**Track usage over the die**

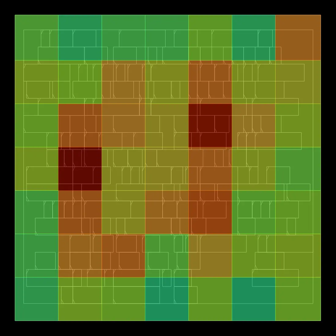
**Wires at chosen ports, followed through buffers**

Scale bar: 10 um.
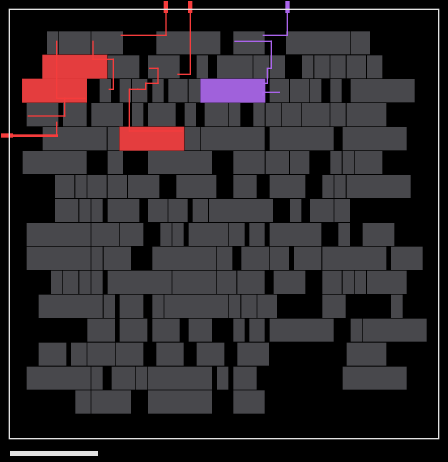
**Local utilization**

Scale bar: 10 um. 10 x 10 tiles, from black (low) to pale yellow (high), 0 to 100% covered.
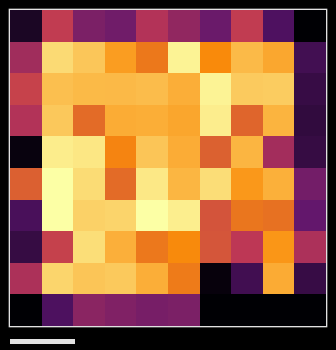
## src/rtl/reset_seq.sv

```systemverilog
// reset_seq: lock-qualified, hold-timed, staged release of CHANNELS reset outputs
module reset_seq #(
   parameter int CHANNELS    = 3,
   parameter int HOLD_CYCLES = 256,
   parameter int STAGE_GAP   = 16,
   parameter int FILT_CYCLES = 4
) (
   input  logic                clk,
   input  logic                rst,
   input  logic                lock,
   input  logic                req,
   output logic [CHANNELS-1:0] rst_o,
   output logic                ready
);
   localparam logic [1:0] S_WAIT = 2'd0;
   localparam logic [1:0] S_HOLD = 2'd1;
   localparam logic [1:0] S_REL  = 2'd2;
   localparam logic [1:0] S_RUN  = 2'd3;
   localparam int FW = $clog2(FILT_CYCLES + 1);
   localparam int HW = $clog2(HOLD_CYCLES + 1);
   localparam int GW = $clog2(STAGE_GAP + 1);
   localparam int SW = $clog2(CHANNELS + 1);

   logic [1:0]          r_state    = S_WAIT;
   logic [FW-1:0]       r_filt_cnt = '0;
   logic [FW-1:0]       r_loss_cnt = '0;
   logic [HW-1:0]       r_hold_cnt = '0;
   logic [GW-1:0]       r_gap_cnt  = '0;
   logic [SW-1:0]       r_stage    = '0;
   logic [CHANNELS-1:0] r_rst_o    = '1;
   logic                r_ready    = 1'b0;

   logic w_loss, w_restart, w_filt_done, w_hold_done, w_gap_done, w_last;

   assign w_loss      = (r_state != S_WAIT) && !lock && (r_loss_cnt == FW'(FILT_CYCLES - 1));
   assign w_restart   = req || w_loss;
   assign w_filt_done = lock && (r_filt_cnt == FW'(FILT_CYCLES - 1));
   assign w_hold_done = r_hold_cnt == HW'(HOLD_CYCLES - 1);
   assign w_gap_done  = r_gap_cnt == GW'(STAGE_GAP - 1);
   assign w_last      = r_stage == SW'(CHANNELS - 1);
   assign rst_o       = r_rst_o;
   assign ready       = r_ready;

   // count consecutive low-lock edges once lock has been qualified
   always_ff @(posedge clk) begin
      if (rst || w_restart || r_state == S_WAIT || lock)
         r_loss_cnt <= '0;
      else
         r_loss_cnt <= r_loss_cnt + 1'b1;
   end

   // sequence: qualify lock, hold, then release channels low index first
   always_ff @(posedge clk) begin
      if (rst || w_restart) begin
         r_state    <= S_WAIT;
         r_filt_cnt <= '0;
         r_hold_cnt <= '0;
         r_gap_cnt  <= '0;
         r_stage    <= '0;
         r_rst_o    <= '1;
         r_ready    <= 1'b0;
      end else begin
         case (r_state)
            S_WAIT: begin
               if (!lock)
                  r_filt_cnt <= '0;
               else if (w_filt_done) begin
                  r_state    <= S_HOLD;
                  r_filt_cnt <= '0;
                  r_hold_cnt <= '0;
               end else
                  r_filt_cnt <= r_filt_cnt + 1'b1;
            end
            S_HOLD: begin
               if (w_hold_done) begin
                  r_hold_cnt <= '0;
                  r_rst_o    <= r_rst_o << 1;
                  r_stage    <= SW'(1);
                  r_gap_cnt  <= '0;
                  r_state    <= (CHANNELS == 1) ? S_RUN : S_REL;
                  r_ready    <= (CHANNELS == 1);
               end else
                  r_hold_cnt <= r_hold_cnt + 1'b1;
            end
            S_REL: begin
               if (w_gap_done) begin
                  r_gap_cnt <= '0;
                  r_rst_o   <= r_rst_o << 1;
                  r_stage   <= r_stage + 1'b1;
                  if (w_last) begin
                     r_state <= S_RUN;
                     r_ready <= 1'b1;
                  end
               end else
                  r_gap_cnt <= r_gap_cnt + 1'b1;
            end
            S_RUN: r_state <= S_RUN;
            default: r_state <= S_WAIT;
         endcase
      end
   end
endmodule

```

## config.mk

```make
export PLATFORM = sky130hd
export DESIGN_NAME = reset_seq
export DESIGN_NICKNAME = d
export VERILOG_FILES = /design/src/rtl/reset_seq.sv
export SDC_FILE = /design/constraint.sdc
export NUM_CORES = 1
export LEC_CHECK = 0
export CAP_MARGIN = 20
export CORE_UTILIZATION = 61
export CTS_CLUSTER_SIZE = 12
export DETAILED_ROUTE_END_ITERATION = 12
export GPL_TIMING_DRIVEN = 0
export PLACE_DENSITY = 0.92
export RECOVER_POWER = 25
export SETUP_SLACK_MARGIN = 0.02
export SLEW_MARGIN = 10
export SYNTH_ARGS = -nofsm -noshare
export SYNTH_HDL_FRONTEND = slang
export SYNTH_SLANG_ARGS = --single-unit
export TNS_END_PERCENT = 20
```

## constraint.sdc

```tcl
create_clock -name clk -period 2.7 [get_ports clk]
set_input_delay 0.405 -clock clk [delete_from_list [all_inputs] [get_ports clk]]
set_output_delay 0.405 -clock clk [all_outputs]
set_load 0.05 [all_outputs]
```

==> Changelog: implementation <==
### Changed

- Clk slew on worst S/H paths: between 100 and 150 ps
- Synth Cell Area: about 1300 um^2
- Hold_buf cts: 0
- Mapped Cells: about 150
- Met1 WL: roughly 1200 um
- Clk ins delay skew pair: roughly 340 ps
- Clk pwr share: 32.3%
- Status: completed
- Die Size: between 2000 and 2500 um^2
- Heaviest power group: registers
- Via count: around 1100
- Largest regs: r_hold_cnt: 9 flops, r_gap_cnt: 5 flops
- Most Used Layer, Global Route: met2
- Logic share of the area: a little under half
- Crit-path cells: dlygate4sd3_1, o21ba_1, a211oi_1, clkbuf_1, nand2_1, nor3_2
- P per Cell Area: between 400 and 500 nW/um^2
- Register area: roughly 560 um^2
- Critical Path AT: between 2000 and 2500 ps
- H-Tree Depth: 1
- Worst hold margin: around 440 ps
## Picture notes: 'track usage over the die'
M1 GR Usage: 26.0%
Layout Utilization: 72.6%
met2 Resource Use GR: 42.6%
Avg WL per Cell: 13.8 um
Overall Global Routing Usage: 23.5%

## Picture notes: 'wires at chosen ports, followed through buffers'
ready: in purple, direction output, edge top, end cells 1, buffers 1, wire 17.4 um. rst_o: in red, direction output, edge 2 top, 1 left, end cells 3, buffers 3, wire 63.8 um.
Buffers on Ports: 7
Ports: 8

## Picture notes: 'local utilization'
7.0% of the tiles are nearly empty. The mean over all tiles is 60%. The densest ninth of the die: centre. 45% of the tiles are over 75% full. The fullest tile reaches 100%. The emptiest ninth of the die: lower right.
core area: 2000 um^2
Starting Density: 66.2%

Power figures rest on the tool's default switching activity, not on a simulated workload.
